--- src/rtl/hack_ram8.sv ---
// hack_ram8: 8 x WIDTH register file, synchronous write, combinational read.
// Optional HACK_RAM8_PARITY_EN adds per-word even parity and a parity_err output.
module hack_ram8 #(
  parameter int WIDTH = 16
) (
  input  logic             clk,
  input  logic             rst_n,
  input  logic [WIDTH-1:0] in,
  input  logic [2:0]       address,
  input  logic             load,
  output logic [WIDTH-1:0] out
`ifdef HACK_RAM8_PARITY_EN
  ,
  output logic             parity_err
`endif
);
  logic [WIDTH-1:0] mem_q [8];
  logic [WIDTH-1:0] mem_d [8];
  always_comb begin
    mem_d = mem_q;
    if (load) mem_d[address] = in;
  end
  always_ff @(posedge clk or negedge rst_n)
    if (!rst_n) mem_q <= '{default: '0};
    else mem_q <= mem_d;
  assign out = mem_q[address];
`ifdef HACK_RAM8_PARITY_EN
  logic [7:0] par_q;
  logic [7:0] par_d;
  always_comb begin
    par_d = par_q;
    if (load) par_d[address] = ^in;
  end
  always_ff @(posedge clk or negedge rst_n)
    if (!rst_n) par_q <= '0;
    else par_q <= par_d;
  assign parity_err = par_q[address] != ^mem_q[address];
`endif
endmodule

--- config.mk ---
export PLATFORM = sky130hd
export DESIGN_NAME = hack_ram8
export DESIGN_NICKNAME = d
export VERILOG_FILES = /design/src/rtl/hack_ram8.sv
export SDC_FILE = /design/constraint.sdc
export NUM_CORES = 1
export LEC_CHECK = 0
export ABC_CLOCK_PERIOD_IN_PS = 3300
export CORE_MARGIN = 3
export CORE_UTILIZATION = 45
export CTS_BUF_LIST = sky130_fd_sc_hd__clkbuf_4
export CTS_CLUSTER_DIAMETER = 150
export CTS_CLUSTER_SIZE = 28
export DETAILED_ROUTE_END_ITERATION = 6
export PLACE_DENSITY_LB_ADDON = 0.2
export SLEW_MARGIN = 30
export SYNTH_ARGS = -nofsm -noshare
export SYNTH_HDL_FRONTEND = slang
export SYNTH_SLANG_ARGS = --single-unit
--- constraint.sdc ---
create_clock -name clk -period 3.3 [get_ports clk]
set_clock_uncertainty 0.1 [all_clocks]
set_input_delay 0.66 -clock clk [delete_from_list [all_inputs] [get_ports clk]]
set_output_delay 0.66 -clock clk [all_outputs]
set_load 0.02 [all_outputs]
Fig. 1: run 1, placed cells, one colour a class
Scale: 3 px per µm.
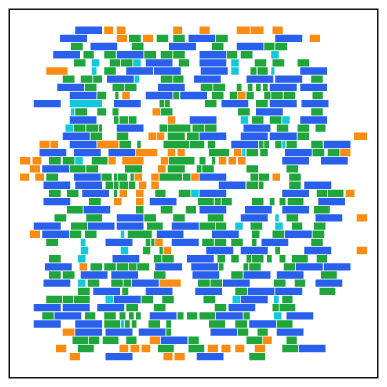
| class | colour | cells | share of their area |
|---|---|---|---|
| remaining buffers and delay cells | orange | 70 | 9.9% |
| clock drivers and dummy loads | cyan | 31 | 3.2% |
| registers | blue | 128 | 47% |
| remaining logic cells | green | 258 | 40% |
num rows: 41
Core Area: 12900 µm²
Final Util: 0.540

Fig. 2: run 1, pin placement
Scale: 4 px per µm. Pins as bars across the die edge, other pins in grey.
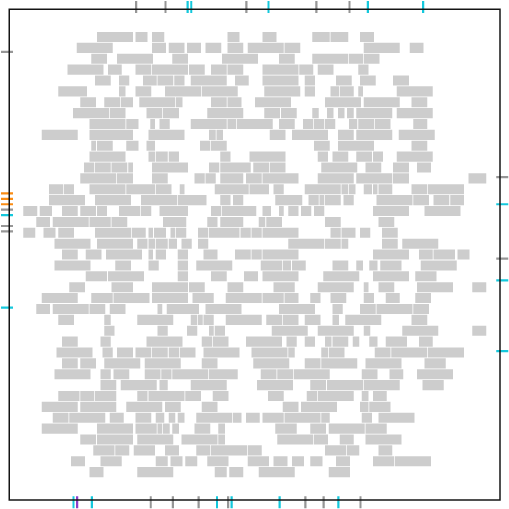
| port | colour | pins | direction | edge |
|---|---|---|---|---|
| `address` | orange | 3 | input | left |
| `rst_n` | purple | 1 | input | bottom |
| `in` | cyan | 16 | input | 6 bottom, 5 top, 3 right, 2 left |
all pins by edge: 14 bottom, 10 top, 9 left, 5 right
Die Ht: 122 µm
Die X: 122 µm

Fig. 3: run 1, zoomed window
Window x 49 to 74, y 24 to 49 µm. Cells in grey, sequential cells in the stronger grey; small squares are vias.
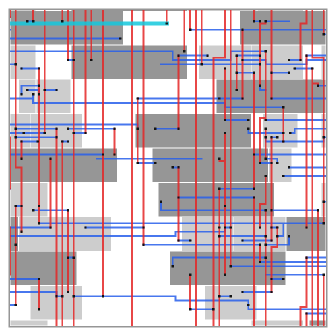
| layer | colour |
|---|---|
| M3 | cyan |
| M2 | red |
| M1 | blue |
netlist names of flops here include: `mem_q` (10)
most frequent: dfrtp_1 (10), mux2_2 (8)
cells with their middle in the window: 25
sequential cells in the window: 10

==> metrics.cfg, run 1 <==
[outcome]
run_status = finished, final reports clean

[worst_setup_path]
crit_cells = 6
crit_path_cell_trace = clkdlybuf4s50_1 > buf_12 > buf_4 > nor2_1 > a311o_1 > dlygate4sd2_1
crit_path_start = address[2]
cp_top_family = buffers and inverters
r2r-start = mem_q[15]
required_ns = 2.54
crit_arrival_ns = 2.45
critPathKind = input pin to output pin
worstRegToRegCells = 1
r2r_slack_ns = 2.41
critPathCapture = out[9]
cp_num_buf_inv = 4
crit_slowest_cell = clkdlybuf4s50_1
critPathMaxStageDelay_ns = 0.58
crit_fanout = 12
r2r_end = mem_q[15]

[layout]
largest_reg_flops = 128
stdcell_count = 660
top_register = mem_q
clk_share = 0.0313
final_common_cell = dfrtp_1
diodes = 1
regArea_um2 = 3200
buffer_area_frac = 0.0958
sh_comb_area = 0.383
layout.nets = 497
lay_top_cells = dfrtp_1 (128), mux2_2 (114), mux2_4 (30)
comb.multi_input.count = 257
n_all_inverters = 1
largest_cell_class = flip-flops and latches
comb_area_um2 = 2670
reg.largest.list = mem_q (128)
final_area_um2 = 6990
drive_above_1_share = 0.448

[global_route]
grt_util_met2 = 0.328
grt_use_total = 0.203
grt_max_degree = 73
grt_pass1_vias = 3908
globalRouteMet3Util = 0.0442
grt_antenna_before_repair = 1
grt_pass1_wl_um = 22300

[cts]
cts_buffers = 17
max-clock-path-buffers = 2
cts_setup_buffers = 0
cts_tree = done
cts_resized = 17
cts_sinks = 128
htreeDepth = 4
insertion_delay_ns = 0.52
hold_buffers = 0
cts_root_buf = clkbuf_4
path_clk_slew_ns = 0.10

[final_timing]
finalMaxSlewViolations = 0
final.setup.worst_slack_ns = 0.0922
finalCritPeriodShare = 0.972
hold_violations = 0
max_slew.worst_pin.slew_ns = 0.667
setup_viol = 0
slew_headroom = 0.555
worst_hold_slack_ns = 0.0142
fin_crit_ns = 3.21

[drt]
dr_wl_met2_um = 6890
drc_errors = 0
top_layer = met4
finalWirelength_um = 13900
drt_pass1_iterations = 4
wl_per_cell_um = 21.0
drt_iter0_drc = 205
via_per_inst = 5.57
antenna_left = 0
wl_met3_um = 392
num_vias = 3679

[placed_design]
dpl-instance-area_um2 = 6760
dp_slack_ns = -0.167
gp_congestion = 0.747
placed_cells = 628
io_buffer_count = 37
dp_hpwl_um = 8900

[yosys]
yosysWarnings = 0
ys_async_sr_fraction = 1.00
yosys.stat.chipArea_um2 = 6090
ys_seq_frac = 0.526
syn-instance-count = 410
synth_cell_types = 34
syn_nets = 432
edf_count = 0
syn-cell-area_um2 = 6090
yosys-stat-cells = 410
ys.flops = 128

[worst_hold_path]
min_path_type = input pin to async pin

[floorplan]
fp_util = 0.471
num_tap_cells = 172
die_area_um2 = 15000

[job]
tool_warnings = 26

[power_and_ir_drop]
powerDensity_nw_per_um2 = 561
total_power_mw = 3.92

[run 1: cell families (layout without fill, tap and decap cells)]
family / Yosys count / count (layout) / synth area share
mux: 174 / 174 / 0.336
flops: 128 / 128 / 0.526
compound gates: 60 / 60 / 0.0622
buf+inv: 25 / 102 / 0.0370
simple gates: 23 / 23 / 0.0386
other cells: 0 / 1 / 0
[run 1: how the worst min path moves through the flow]
stage	endpoint	from
3_5_place_dp	mem_q[69]	mem_q[69]
2_1_floorplan	mem_q[0]	rst_n
6_report	mem_q[28]	rst_n
4_1_cts	mem_q[60]	rst_n
3_3_place_gp	mem_q[74]	mem_q[74]
5_1_grt	mem_q[28]	rst_n
[run 1: cells in the mapped netlist (2+ instances only)]
| cell type | number | area, µm² |
|---|---|---|
| nand2_1 | 3 | 11.3 |
| mux2_4 | 30 | 450 |
| nand4b_4 | 2 | 47.6 |
| nor3_2 | 2 | 20.0 |
| a22oi_1 | 14 | 105 |
| nor3_4 | 2 | 32.5 |
| nor2_1 | 6 | 22.5 |
| o21ai_1 | 9 | 45.0 |
| mux2i_1 | 28 | 280 |
| buf_4 | 6 | 45.0 |
| buf_2 | 5 | 25.0 |
| nand4_4 | 2 | 42.5 |
| o22ai_1 | 12 | 75.1 |
| o21ai_0 | 5 | 25.0 |
| buf_6 | 10 | 113 |
| nor2b_1 | 2 | 12.5 |
| dfrtp_1 | 128 | 3200 |
| mux2_2 | 114 | 1280 |
| a21oi_1 | 12 | 60.1 |
| a221oi_1 | 4 | 35.0 |
[run 1: power by group]
group	internal, mW	total (mW)	switching (mW)
registers	1.91	2.08	0.174
logic	0.541	0.936	0.395
clock network	0.362	0.897	0.535
total	2.81	3.92	1.10
--- run 2 (diff from run 1) ---
--- a/config.mk
+++ b/config.mk
@@ -7,12 +7,13 @@
 export LEC_CHECK = 0
 export ABC_CLOCK_PERIOD_IN_PS = 3300
 export CORE_MARGIN = 3
-export CORE_UTILIZATION = 45
+export CORE_UTILIZATION = 60
 export CTS_BUF_LIST = sky130_fd_sc_hd__clkbuf_4
 export CTS_CLUSTER_DIAMETER = 150
 export CTS_CLUSTER_SIZE = 28
 export DETAILED_ROUTE_END_ITERATION = 6
 export PLACE_DENSITY_LB_ADDON = 0.2
+export SETUP_SLACK_MARGIN = 0.05
 export SLEW_MARGIN = 30
 export SYNTH_ARGS = -nofsm -noshare
 export SYNTH_HDL_FRONTEND = slang
Fig. 4: run 2, pin placement
Scale: 4 px per µm. Pins as bars across the die edge, other pins in grey.
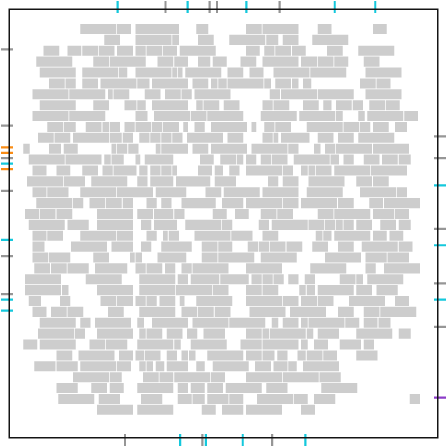
| port | colour | pins | direction | edge |
|---|---|---|---|---|
| `address` | orange | 3 | input | left |
| `in` | cyan | 16 | input | 5 top, 4 left, 4 bottom, 3 right |
| `rst_n` | purple | 1 | input | right |
all pins by edge: 13 left, 9 top, 9 right, 7 bottom
Die Ht: 107 µm
port bufs: 37
Die X: 107 µm

Fig. 5: run 2, placed cells, one colour a class
Scale: 4 px per µm.
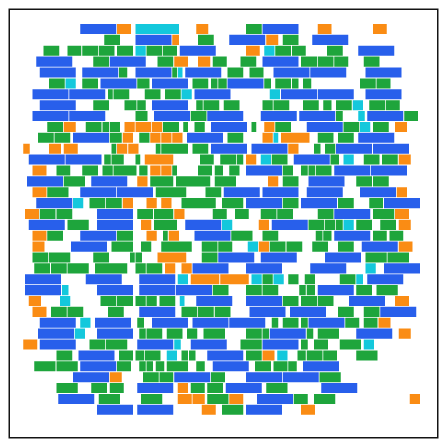
| class | colour | cells | share of their area |
|---|---|---|---|
| clock drivers and dummy loads | cyan | 31 | 3.5% |
| remaining logic cells | green | 258 | 39% |
| registers | blue | 128 | 47% |
| remaining buffers and delay cells | orange | 72 | 9.9% |
design area: 6940 µm²
Seq/total area: 0.461

==> run 2 against run 1 <==
- global-route usage grew 5.1 points
- worst hold slack gained 0.077 ns
- cell count shrank 5.8%
- non-clock buffer count grew 2
- via count grew 2.9%
- fmax grew 2.5%
- total power grew 0.69%
- clock power grew 3.1%
- sequential cell count is the same
- critical endpoint is now out[13]
- largest cell class unchanged
==> metrics.cfg, run 2 <==
[final_timing]
slew_headroom = 0.493  ; was 0.555
hold_violations = 0  ; unchanged
setup_viol = 0  ; unchanged
max_slew.worst_pin.slew_ns = 0.761  ; was 0.667 ns
fin_crit_ns = 3.13  ; was 3.21 ns
finalMaxSlewViolations = 0  ; unchanged
rsz0062_at_grt = no  ; unchanged
fmax_ghz = 0.320  ; was 0.312 GHz
finalCritPeriodShare = 0.948  ; was 0.972

[drt]
drt_iter0_drc = 208  ; was 205
num_vias = 3786  ; was 3679
wl_per_cell_um = 21.2  ; was 21.0 µm
drc_errors = 0  ; unchanged
antenna_left = 0  ; unchanged
drt_pass1_iterations = 4  ; unchanged
via_per_inst = 6.09  ; was 5.57
finalWirelength_um = 13200  ; was 13900 µm

[power_and_ir_drop]
ir_worst_vdd_v = 0.000336  ; was 0.000240 V
powerDensity_nw_per_um2 = 568  ; was 561 nW/µm²
total_power_mw = 3.95  ; was 3.92 mW
cellLeakagePower_nw = 3.15  ; was 3.17 nW

[cts]
hold_buffers = 0  ; unchanged
cts_setup_buffers = 0  ; unchanged
htreeDepth = 4  ; unchanged
cts_sinks = 128  ; unchanged
cts_resized = 19  ; was 17
path_clk_slew_ns = 0.10  ; about the same
cts_root_buf = clkbuf_4  ; unchanged
insertion_delay_ns = 0.53  ; was 0.52 ns
cts_buffers = 17  ; unchanged
max-clock-path-buffers = 2  ; unchanged
cts_tree = done  ; unchanged

[layout]
area_growth_pct = 14.0  ; was 14.7%
reg.largest.list = mem_q (128)  ; unchanged
top_register = mem_q  ; unchanged
lay_top_cells = dfrtp_1 (128), mux2_2 (114), mux2_4 (30), buf_4 (30), mux2i_1 (28)  ; was dfrtp_1 (128), mux2_2 (114), mux2_4 (30)
drive_above_1_share = 0.456  ; was 0.448
diodes = 0  ; was 1
stdcell_count = 622  ; was 660
largest_reg_flops = 128  ; unchanged
final_common_cell = dfrtp_1  ; unchanged
layout.nets = 499  ; was 497

[floorplan]
fp_util = 0.620  ; was 0.471
core_region_area_um2 = 9820  ; was 12900 µm²
pin_count = 38  ; unchanged
rows = 36  ; was 41
die_area_um2 = 11400  ; was 15000 µm²

[worst_setup_path]
endpoint_kind = output pin  ; unchanged
crit_fanout = 11  ; was 12
crit_arrival_ns = 2.37  ; was 2.45 ns
worstRegToRegCells = 1  ; unchanged
r2r_end = mem_q[8]  ; was mem_q[15]
required_ns = 2.54  ; about the same
crit_cells = 7  ; was 6
critPathKind = input pin to output pin  ; unchanged
crit_slowest_cell = clkdlybuf4s50_1  ; unchanged
cp_num_buf_inv = 4  ; unchanged
startpoint_type = input pin  ; unchanged
crit_path_cell_trace = clkdlybuf4s50_1 > buf_6 > nor3_2 > buf_4 > a21oi_1 > o21ai_1 > dlygate4sd2_1  ; was clkdlybuf4s50_1 > buf_12 > buf_4 > nor2_1 > a311o_1 > dlygate4sd2_1
r2r-start = mem_q[8]  ; was mem_q[15]
critPathMaxStageDelay_ns = 0.49  ; was 0.58 ns
r2r_slack_ns = 2.41  ; about the same
cp_top_family = buffers and inverters  ; unchanged

[yosys]
yosys-stat-cells = 410  ; unchanged
aoi_share = 0.0622  ; unchanged
yosys-top-cells-count = dfrtp_1 (128), mux2_2 (114), mux2_4 (30), mux2i_1 (28), a22oi_1 (14)  ; unchanged
yosysWarnings = 0  ; unchanged
ys.flops = 128  ; unchanged
ys_seq_frac = 0.526  ; unchanged
syn_nets = 432  ; unchanged
synth_top_cell_by_count = dfrtp_1  ; unchanged
synth.avg_cell_area_um2 = 14.9  ; unchanged
topCellsByArea = dfrtp_1 (53%), mux2_2 (21%), mux2_4 (7.4%), mux2i_1 (4.6%), buf_6 (1.8%)  ; unchanged
synth_cell_types = 34  ; unchanged
logic_family = multiplexers  ; unchanged
syn-cell-area_um2 = 6090  ; unchanged
fa_ha_area_frac = 0  ; unchanged
top_cell_area_share = 0.526  ; unchanged
synth_top_flop_cell = dfrtp_1  ; unchanged
edf_count = 0  ; unchanged
yosys.stat.chipArea_um2 = 6090  ; unchanged
synthXorXnorAreaFrac = 0  ; unchanged
ys_async_sr_fraction = 1.00  ; unchanged
ys_sh_simple = 0.0386  ; unchanged
synth_area_leader_cell = dfrtp_1  ; unchanged
syn-instance-count = 410  ; unchanged
muxShareOfSynthArea = 0.336  ; unchanged

[global_route]
grt_antenna_before_repair = 0  ; was 1
grt-ovfl-total = 0  ; unchanged
grt_use_total = 0.255  ; was 0.203
grt_pass1_vias = 4083  ; was 3908
grt_max_degree = 59  ; was 73
grt_pass1_wl_um = 21700  ; was 22300 µm

[job]
cap_violations = 0  ; unchanged
tool_warnings = 26  ; unchanged

[placed_design]
dpl-instance-area_um2 = 6720  ; was 6760 µm²
placed_cells = 591  ; was 628
gp_congestion = 0.816  ; was 0.747
dp_hpwl_um = 8600  ; was 8900 µm

[worst_hold_path]
min_path_type = input pin to async pin  ; unchanged

[outcome]
run_status = finished, final reports clean  ; unchanged

==> run 2: cell families (layout without fill, tap and decap cells) <==
kind of cell,count (synthesis),count (layout)
AOI/OAI and AO/OA,60,60
and+or+nand+nor,23,23
buffers and inverters,25,104
DFF,128,128
muxes,174,174
==> run 2: final cells by class <==
cell class | count | area [µm²]
Timing Repair Buffer | 72 | 668
Sequential cell | 128 | 3200
Multi-Input combinational cell | 257 | 2670
Clock buffer | 22 | 165
Tap cell | 133 | 166
Clock inverter | 9 | 68.8
Inverter | 1 | 3.75
Fill cell | 741 | 2880
==> run 2: worst max path at each step <==
stage | start | end
floorplan | address[1] | out[7]
global placement | address[1] | out[12]
detailed placement | address[1] | out[12]
CTS | address[1] | out[0]
global route | address[1] | out[12]
finish | address[1] | out[13]
==> run 2: metal layers <==
layer	vias to the layer above	track usage	wire length [µm]	share of wire
met1	2018	0.340	6020	0.46
met3	24	0.0584	423	0.032
met4	0	0.0813	232	0.018
met2	63	0.418	6530	0.49
met5	-	0	0	0
li1	1681	-	-	-
==> run 2: report_power, final <==
| part | internal, mW | leakage (nW) | switching (mW) | total, mW |
|---|---|---|---|---|
| sequential | 1.91 | 1.54 | 0.179 | 2.09 |
| clock | 0.398 | 0.136 | 0.527 | 0.925 |
| combinational | 0.537 | 1.48 | 0.393 | 0.930 |
==> run 2: metrics by stage <==
stage                     TNS, ns  setup WS, ns   util  hold slack [ns]
after global placement     -0.509        -0.109  0.685            0.381
final                           0         0.171  0.707           0.0910
after detailed placement    -1.13        -0.135  0.685            0.389
after floorplan                 0         0.717      -            0.264
after CTS                       0         0.106  0.707           0.0710
after global routing            0        0.0728  0.707            0.106
Power and IR drop assume default switching activity.
